==> config.mk <==
export PLATFORM = sky130hd
export DESIGN_NAME = seq_detect_sched
export DESIGN_NICKNAME = d
export VERILOG_FILES = /design/src/rtl/seq_detect_pkg.sv /design/src/rtl/seq_detect_sched_rr_arbiter.sv /design/src/rtl/seq_detect_sched.sv
export SDC_FILE = /design/constraint.sdc
export NUM_CORES = 1
export LEC_CHECK = 0
export CAP_MARGIN = 20
export CORE_MARGIN = 3
export CORE_UTILIZATION = 30
export CTS_BUF_LIST = sky130_fd_sc_hd__clkbuf_4 sky130_fd_sc_hd__clkbuf_8 sky130_fd_sc_hd__clkbuf_16
export DETAILED_ROUTE_END_ITERATION = 8
export PLACE_DENSITY = 0.53
export SYNTH_ARGS = -nofsm -noshare
export SYNTH_HDL_FRONTEND = slang
export SYNTH_SLANG_ARGS = --single-unit
==> constraint.sdc <==
create_clock -name clk -period 6.16 [get_ports clk]
set_input_delay 0.616 -clock clk [delete_from_list [all_inputs] [get_ports clk]]
set_output_delay 0.616 -clock clk [all_outputs]
set_load 0.02 [all_outputs]
==> src/rtl/seq_detect_pkg.sv <==
// seq_detect_pkg
//   Shared constants and helpers for the time-multiplexed serial pattern
//   detector (seq_detect_sched) and its round-robin arbiter.
//   - DEF_PATTERN / DEF_LEN : pattern loaded at reset (10110, length 5)
//   - LEN_MIN / PMAX_DEF    : legal pattern length floor, default history width
//   - pattern_hit()         : length-masked compare of a history against a pattern
package seq_detect_pkg;

    localparam int PMAX_DEF = 8;
    localparam int LEN_MIN  = 2;

    // Working width of pattern_hit(); a 4-bit length can address at most 15 bits.
    localparam int CMP_W = 16;

    localparam logic [7:0] DEF_PATTERN = 8'b0001_0110;
    localparam logic [3:0] DEF_LEN     = 4'd5;

    // True when the low 'len' bits of hist equal the low 'len' bits of pat.
    // The newest received bit sits at bit 0 of the history, the oldest of the
    // window at bit len-1, matching the pattern's first-received-bit-at-MSB order.
    function automatic logic pattern_hit(input logic [CMP_W-1:0] hist,
                                         input logic [CMP_W-1:0] pat,
                                         input logic [3:0]       len);
        logic [CMP_W-1:0] mask;
        mask = (CMP_W'(1) << len) - CMP_W'(1);
        return ((hist ^ pat) & mask) == '0;
    endfunction

endpackage

==> src/rtl/seq_detect_sched_rr_arbiter.sv <==
// rr_arbiter
//   Pure combinational rotating-priority arbiter.
//   - req : request vector, one bit per channel
//   - ptr : index of the last granted channel; search starts at ptr+1 mod N
//   - gnt : one-hot grant to the first requester found, or all-zero
module rr_arbiter #(
    parameter  int N  = 4,
    localparam int PW = (N > 1) ? $clog2(N) : 1
) (
    input  logic [N-1:0]  req,
    input  logic [PW-1:0] ptr,
    output logic [N-1:0]  gnt
);

    logic          found;
    logic [PW-1:0] idx;

    // NOTE: every signal driven here gets a default at the top of the block so
    // no path leaves it unassigned; otherwise a latch would be inferred.
    always_comb begin
        gnt   = '0;
        found = 1'b0;
        idx   = '0;
        for (int k = 1; k <= N; k++) begin
            idx = PW'((int'(ptr) + k) % N);
            if (!found && req[idx]) begin
                gnt[idx] = 1'b1;
                found    = 1'b1;
            end
        end
    end

endmodule

==> src/rtl/seq_detect_sched.sv <==
// seq_detect_sched
//   Serial pattern detector shared by NCH bit streams. A round-robin arbiter
//   grants one channel bit per cycle to a single compare engine; each channel
//   keeps its own shift history and fill count so streams match independently,
//   with overlapping occurrences each reported.
//   Ports:
//   - clk, rst          : clock, asynchronous active-high reset
//   - in_valid, in_bit  : per-channel bit-valid and serial data bit
//   - in_ready          : per-channel grant (one-hot or zero); transfer = valid & ready
//   - cfg_load          : single-cycle pulse loading cfg_pattern / cfg_len
//   - cfg_pattern       : pattern, first-received bit at index cfg_len-1
//   - cfg_len           : pattern length, legal range LEN_MIN..PMAX
//   - cfg_err           : one-cycle pulse when a cfg_load carried an illegal length
//   - match_valid       : one-cycle pulse, the cycle after the matching transfer
//   - match_ch          : channel that produced the reported match
//   - match_cnt         : saturating total match count
module seq_detect_sched
    import seq_detect_pkg::*;
#(
    parameter  int NCH  = 4,
    parameter  int PMAX = PMAX_DEF,
    parameter  int CW   = 16,
    localparam int IW   = $clog2(NCH)
) (
    input  logic            clk,
    input  logic            rst,
    input  logic [NCH-1:0]  in_valid,
    input  logic [NCH-1:0]  in_bit,
    output logic [NCH-1:0]  in_ready,
    input  logic            cfg_load,
    input  logic [PMAX-1:0] cfg_pattern,
    input  logic [3:0]      cfg_len,
    output logic            cfg_err,
    output logic            match_valid,
    output logic [IW-1:0]   match_ch,
    output logic [CW-1:0]   match_cnt
);

    // Arbitration state and active configuration
    logic [IW-1:0]   rr_ptr;
    logic [NCH-1:0]  gnt;
    logic [PMAX-1:0] pat_q;
    logic [3:0]      len_q;

    // Per-channel context: shift history (newest bit at [0]) and fill count
    logic [PMAX-1:0] hist [NCH];
    logic [3:0]      fill [NCH];

    // Shared compare engine
    logic            xfer;
    logic [IW-1:0]   xfer_idx;
    logic [PMAX-1:0] new_hist;
    logic [3:0]      new_fill;
    logic            hit;
    logic            cfg_ok;

    rr_arbiter #(.N(NCH)) u_arb (
        .req (in_valid),
        .ptr (rr_ptr),
        .gnt (gnt)
    );

    // A configuration load owns the cycle: no channel is granted.
    assign in_ready = cfg_load ? '0 : gnt;
    assign xfer     = |in_ready;
    assign cfg_ok   = (int'(cfg_len) >= LEN_MIN) && (int'(cfg_len) <= PMAX);

    always_comb begin
        xfer_idx = '0;
        for (int i = 0; i < NCH; i++) begin
            if (in_ready[i]) xfer_idx = IW'(i);
        end
        new_hist = {hist[xfer_idx][PMAX-2:0], in_bit[xfer_idx]};
        // Fill saturates at the pattern length: once the window is full it stays full.
        new_fill = (fill[xfer_idx] < len_q) ? fill[xfer_idx] + 4'd1 : len_q;
        hit      = xfer && (new_fill >= len_q) &&
                   pattern_hit(CMP_W'(new_hist), CMP_W'(pat_q), len_q);
    end

    // NOTE: sequential state uses non-blocking assignments so every register
    // samples the pre-edge values, independent of statement order.
    always_ff @(posedge clk or posedge rst) begin
        if (rst) begin
            rr_ptr      <= IW'(NCH - 1);
            pat_q       <= PMAX'(DEF_PATTERN);
            len_q       <= DEF_LEN;
            match_valid <= 1'b0;
            match_ch    <= '0;
            match_cnt   <= '0;
            cfg_err     <= 1'b0;
            // NOTE: the channel contexts are small register files whose zero
            // state is architecturally visible (fill gates matching), so they
            // are reset explicitly rather than left as an unreset memory.
            for (int i = 0; i < NCH; i++) begin
                hist[i] <= '0;
                fill[i] <= '0;
            end
        end else begin
            match_valid <= hit;
            cfg_err     <= 1'b0;

            if (xfer) begin
                rr_ptr         <= xfer_idx;
                hist[xfer_idx] <= new_hist;
                fill[xfer_idx] <= new_fill;
            end

            if (hit) begin
                match_ch <= xfer_idx;
                if (match_cnt != '1) match_cnt <= match_cnt + CW'(1);
            end

            // cfg_load and a transfer are mutually exclusive, so clearing the
            // contexts here never races with a history update above.
            if (cfg_load) begin
                if (cfg_ok) begin
                    pat_q <= cfg_pattern;
                    len_q <= cfg_len;
                    for (int i = 0; i < NCH; i++) begin
                        hist[i] <= '0;
                        fill[i] <= '0;
                    end
                end else begin
                    cfg_err <= 1'b1;
                end
            end
        end
    end

endmodule

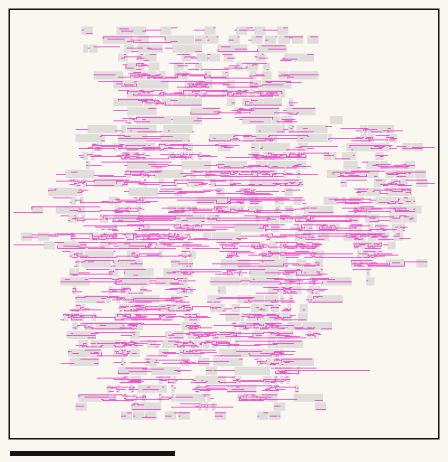
**Above:** run 1 (the metal 1 layer).
The bar under the picture is 50 um long.
- longest straight run: 49.5 um
- wire length on this layer: 6,020 um

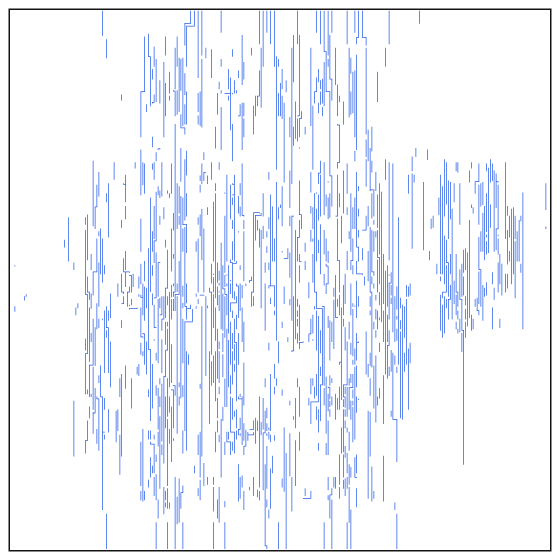
**Above:** run 1 (met2 routing).
- nets with wire on the layer: 539
- share of all routed wire: 48%
- main direction: vertical
- wire length on this layer: 6,380 um
- longest straight run: 48.6 um

==> results.yml, run 1 <==
# generated from flow reports
placed_design:
  place.detailed.instances: 766
  placed_area_um2: 5557
  dp.final_hpwl_um: 9452
cells_and_area:
  registers_with_the_highest_flip_flop_counts: "hist (28), fill (16), match_cnt (16)"
  inverters: 20
  layout_top_cell_excl_fill_tap: "sky130_fd_sc_hd__nand2_1"
  most_flop_heavy_register: "hist"
  layout.comb_gates.multi_input: 391
  layout.cells.largest_class: "multi-input combinational cells"
  stdcell_count: 789
  layout.non_clock_buffers: 100
  final_clock_cell_share: 0.04830
  seq_area_frac: 0.3263
  multiInputGateArea_um2: 2550
  non_clock_buffer_area_share: 0.1501
  largest_register_ff_count: 28
  comb_area_share: 0.4243
  mostFrequentLayoutCells: "sky130_fd_sc_hd__nand2_1, sky130_fd_sc_hd__dfrtp_1, sky130_fd_sc_hd__buf_4"
  final_design_area_no_fill_um2: 6010
final_timing:
  fin_skew_ns: 0.007776
  final_hold_viol_count: 0
  ratio_of_final_minimum_period_to_clock_period: 0.9625
  max_slew.worst_pin.slew_ns: 0.9591
  postLayoutSetupSlackWorst_ns: 0.2308
  maxSlewHeadroom: 0.3582
  post-route-min-period_ns: 5.929
  totalNegativeSetupSlack_ns: 0
  grt_setup_unrepaired: "yes"
  final-max-slew-violation-count: 0
synth:
  post_synth_edffs: 0
  post_synth_inst_count: 515
  ys.flops: 78
  yosys_most_used_dff: "sky130_fd_sc_hd__dfrtp_1"
  yosysChipArea_um2: 4616
  fp_nets: 555
  cell_count_listed_in_synth_stat_txt: 515
  asyncSetResetFlopFracSynth: 1.000
  postSynthSeqShare: 0.4248
setup_path:
  worst_setup_path_start_kind: "input port"
  ff2ff_setup_slack_ns: 0.30
  cp_max_fo: 9
  worst-endpoint-required_ns: 6.37
  worstSetupPathDepth: 27
  worst_setup_path_end_kind: "flop"
  ff2ff_path_depth: 27
power_and_ir_drop:
  net-switching-power_mw: 1.455
  clock_group_total_power_mw: 0.523
  power.sequential.total_mw: 0.718
  pg_comb_mw: 2.12
  clock_power_share: 0.156
  internal_power_mw: 1.906
  swShare: 0.4328
  fin_total_pwr_mw: 3.361
  ir_drop_mv: 0.2716
drt:
  drc_errors: 0
  detailroute.via_count: 4162
  highest_layer: "met4"
  m1WireLength_um: 6018
  aggregate_routed_wire_length_um: 13230
  average_via_count_per_standard_cell: 5.275
  routed_length_on_met2_um: 6378
  drt-wirelength-per-cell_um: 16.77
floorplanning:
  core-area_um2: 14810
  core_rows: 44
  fp.dieH_um: 130.0
grt:
  globalRouteMet3Util: 0.02579
  global_route.usage.total: 0.1582
  grt_max_degree: 79
  vias_in_the_first_global_route: 4098
  grt.overflow.total: 0
flow_run:
  count_of_warning_messages_emitted_by_the_tools: 33
status:
  status: "finished clean"
worst_hold_path:
  worst_hold_path.endpoint: "pat_q[2]"
clocking:
  post_cts_resized: 0
  maximum_level_of_the_cts_h_tree: 3
  clk_sinks: 78
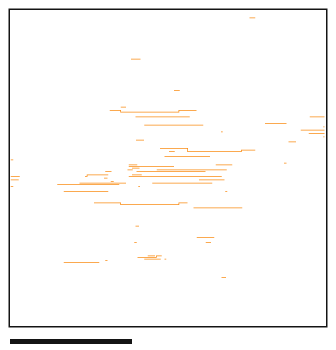
**Above:** run 1 (metal 3).
The bar under the picture is 50 um long.
- share of all routed wire: 4.1%
- main direction: horizontal
- longest straight run: 38.0 um

## run 1: cells in the mapped netlist, types with 4 or more instances
cell type                  count  area share
sky130_fd_sc_hd__nand2_1     107       0.087
sky130_fd_sc_hd__dfrtp_1      71        0.38
sky130_fd_sc_hd__a21oi_1      47       0.051
sky130_fd_sc_hd__nor2_1       24       0.020
sky130_fd_sc_hd__o21ai_0      21       0.023
sky130_fd_sc_hd__clkbuf_1     19       0.015
sky130_fd_sc_hd__xnor2_1      19       0.036
sky130_fd_sc_hd__ha_1         17       0.046
sky130_fd_sc_hd__inv_1        17       0.014
sky130_fd_sc_hd__nand3_1      11       0.012
sky130_fd_sc_hd__nand4_1      10       0.014
sky130_fd_sc_hd__and3_1        9       0.012
sky130_fd_sc_hd__dfstp_2       7       0.040
sky130_fd_sc_hd__or3_1         7      0.0095
sky130_fd_sc_hd__nand3_2       6       0.013
sky130_fd_sc_hd__o22ai_1       6      0.0081
sky130_fd_sc_hd__and2_1        5      0.0068
sky130_fd_sc_hd__nand2b_1      5      0.0068
sky130_fd_sc_hd__or4_1         5      0.0081
sky130_fd_sc_hd__a211oi_1      4      0.0065
sky130_fd_sc_hd__a21o_1        4      0.0065
sky130_fd_sc_hd__a22oi_1       4      0.0065
sky130_fd_sc_hd__mux2i_1       4      0.0087
sky130_fd_sc_hd__nor3_1        4      0.0043
sky130_fd_sc_hd__nor3b_1       4      0.0065
sky130_fd_sc_hd__o21ai_1       4      0.0043
## run 1: kinds of logic after synthesis
| group | share of synthesized area |
|---|---|
| AND/OR/NAND/NOR | 0.2361 |
| AND-OR/OR-AND | 0.1770 |
| flip-flops | 0.4248 |
| buffers and inverters | 0.04310 |
| XOR/XNOR | 0.03985 |
| adder cells (fa/ha/maj) | 0.04608 |
| multiplexers | 0.03307 |
==> run 1 -> run 2 <==
Settings changed: CORE_UTILIZATION 30 to 33, PLACE_DENSITY 0.53 to 0.57, SYNTH_HIERARCHICAL from default to 1.
==> run 2 against run 1 <==
Combinational power about the same. Largest cell class unchanged. Total power is 0.79% lower. Wire length shrank 1.6%. Critical path depth is 7 lower. Non-clock buffer count down 23. Largest power group unchanged. Final cell count shrank 1.3%.
==> results.yml, run 2 <==
# generated from flow reports
final_timing:
  fin_skew_ns: 0.007043
  final-max-slew-violation-count: 0
  ratio_of_final_minimum_period_to_clock_period: 0.9432
  grt_setup_unrepaired: "no"
  setup_violating_endpoint_count_in_the_final_report: 0
  maxSlewHeadroom: 0.4049
  max_slew.worst_pin.slew_ns: 0.8894
  post-route-min-period_ns: 5.810
  final_hold_viol_count: 0
placed_design:
  dp.final_hpwl_um: 9257
  placed_area_um2: 5512
  gp_routability_congestion: 0.8906
floorplanning:
  fp.dieH_um: 127.5
  die.size.x_um: 127.5
  core_rows: 43
  core-area_um2: 14150
cells_and_area:
  layout-area-overhead-vs-synth_pct: 21.75
  largest_register_ff_count: 28
  mostFrequentLayoutCells: "sky130_fd_sc_hd__nand2_1, sky130_fd_sc_hd__dfrtp_1, sky130_fd_sc_hd__a21oi_1"
  layout_top_cell_excl_fill_tap: "sky130_fd_sc_hd__nand2_1"
  drive_gt1_frac: 0.1636
  registers_with_the_highest_flip_flop_counts: "hist (28), fill (16), match_cnt (16)"
  layout.filler_cells: 1379
  multiInputGateArea_um2: 2656
  final_design_area_no_fill_um2: 5932
  most_flop_heavy_register: "hist"
synth:
  asyncSetResetFlopFracSynth: 1.000
  cell_count_listed_in_synth_stat_txt: 539
  postSynthSeqShare: 0.4024
  synth_top_cell_by_count: "sky130_fd_sc_hd__nand2_1"
  yosysChipArea_um2: 4872
  post_synth_edffs: 0
  synthesized_area_divided_by_synthesized_cell_count_um2: 9.039
  post-synth-top-area-cell: "sky130_fd_sc_hd__dfrtp_1"
  yosys_most_used_dff: "sky130_fd_sc_hd__dfrtp_1"
  fp_nets: 580
  ys_top_cells_by_count: "sky130_fd_sc_hd__nand2_1, sky130_fd_sc_hd__dfrtp_1, sky130_fd_sc_hd__a21oi_1"
  top_area_frac: 0.3647
  topCellsByArea: "sky130_fd_sc_hd__dfrtp_1, sky130_fd_sc_hd__nand2_1, sky130_fd_sc_hd__a21oi_1, sky130_fd_sc_hd__ha_1, sky130_fd_sc_hd__dfstp_2"
  ys.flops: 78
  post_synth_inst_count: 539
clocking:
  maximum_level_of_the_cts_h_tree: 3
  post_cts_resized: 0
  post_cts_buffers: 0
setup_path:
  worst-endpoint-required_ns: 6.38
  ff2ff_path_depth: 20
  worst_setup_path_end_kind: "flop"
  worstSetupStartpoint: "rr_ptr[0]"
  worst_setup_path_start_kind: "flop"
  cp_max_fo: 5
  ff2ff_setup_slack_ns: 0.35
  worstSetupPathDepth: 20
  cp_slowest_stage_delay_ns: 0.56
grt:
  grt_max_degree: 79
  grt.overflow.total: 0
  vias_in_the_first_global_route: 4148
  global_route.usage.total: 0.1657
drt:
  drt-wirelength-per-cell_um: 16.71
  drt-initial-drc-count: 301
  average_via_count_per_standard_cell: 5.345
  detailroute.via_count: 4164
  drc_errors: 0
  aggregate_routed_wire_length_um: 13020
status:
  status: "finished clean"
worst_hold_path:
  worst_hold_path.endpoint: "match_cnt[8]"
power_and_ir_drop:
  ir_drop_mv: 0.2499
flow_run:
  count_of_warning_messages_emitted_by_the_tools: 33
## run 2: cell count changes after synthesis, sizes merged, moves of 6 or more
| cell | previous run | this run |
|---|---|---|
| nor3 | 4 | 21 |
| xnor2 | 19 | 4 |
| nand2 | 108 | 95 |
| xor2 | 2 | 15 |
| nand3 | 17 | 5 |
| nor2b | 3 | 15 |
| buf | 7 | 18 |
| a21oi | 47 | 57 |
| nor2 | 24 | 33 |
| nor3b | 5 | 14 |
| mux2 | 4 | 10 |
| or3 | 7 | 1 |
## run 2: cell type report
type                            instances  area share
Multi-Input combinational cell        406      0.4478
Sequential cell                        78      0.3305
Timing Repair Buffer                   77      0.1215
Clock buffer                           11     0.04261
Tap cell                              180     0.03797
Inverter                               22     0.01392
Clock inverter                          5    0.005695
## run 2: through the flow
stage	util	std cells	total power [mW]	worst slack [ns]	setup TNS, ns
2_1_floorplan	-	539	2.116	0.2415	0
3_3_place_gp	0.3895	753	2.631	0.1728	0
3_5_place_dp	0.3895	753	2.656	-0.004464	-0.004464
4_1_cts	0.4098	769	3.183	0.1616	0
5_1_grt	0.4192	779	3.587	0.01440	0
6_report	0.4192	779	3.334	0.3496	0
## run 2: cell families after synthesis
family | count (synthesis) | share of synthesized area
flops | 78 | 0.4024
buf+inv | 55 | 0.05906
fa+ha+maj | 18 | 0.04623
simple gates | 224 | 0.2435
compound gates | 128 | 0.1654
mux | 17 | 0.04931
xor+xnor | 19 | 0.03416
## run 2: report_power, final
part           switching, mW  internal (mW)
Clock                  0.213          0.294
Sequential            0.0900          0.638
Combinational           1.22          0.877
## run 2: per-layer routing
layer,vias up,global-route usage,share of wire
met5,-,0,0
met4,0,0.06309,0.026
met2,106,0.2716,0.48
met1,2039,0.2142,0.45
li1,1994,-,-
met3,25,0.03595,0.044
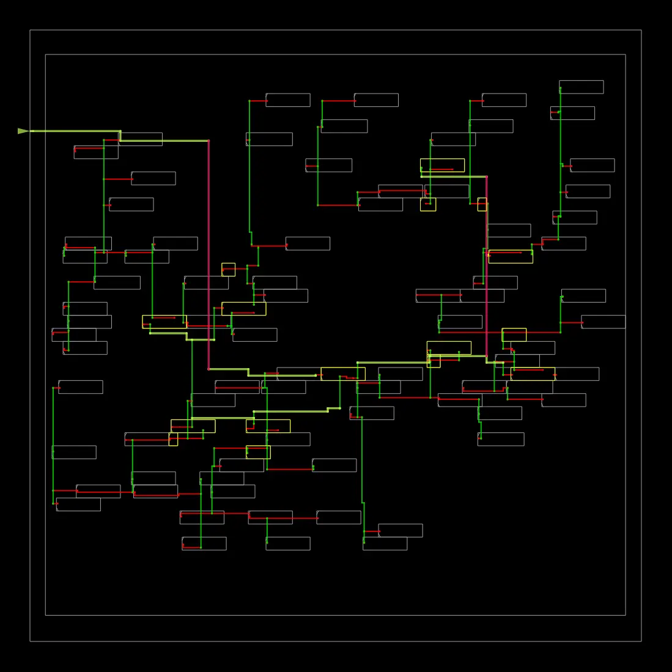
**Above:** run 2 (clock wiring as the flow saved it).
clock buffer instance count of the final layout: 11
number of CTS-inserted buffers: 9
final sequential cell count: 78
clock group total power: 0.507 mW
clk sinks: 78

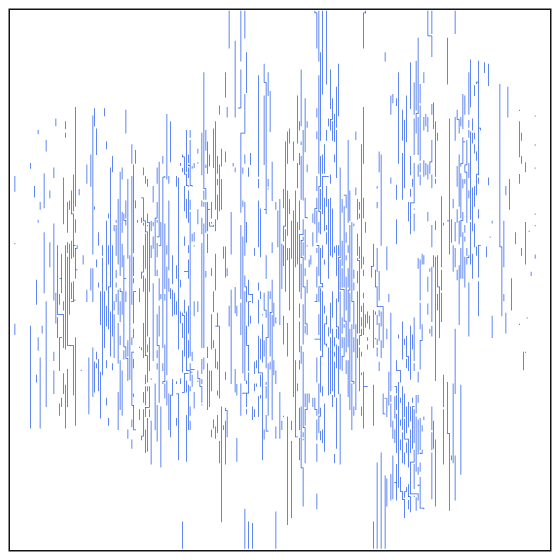
**Above:** run 2 (met2 routing).
- wire length on this layer: 6,290 um
- main direction: vertical
- longest straight run: 43.9 um
- share of all routed wire: 48%
- nets with wire on the layer: 510

Power is estimated from default activity; no workload was simulated.
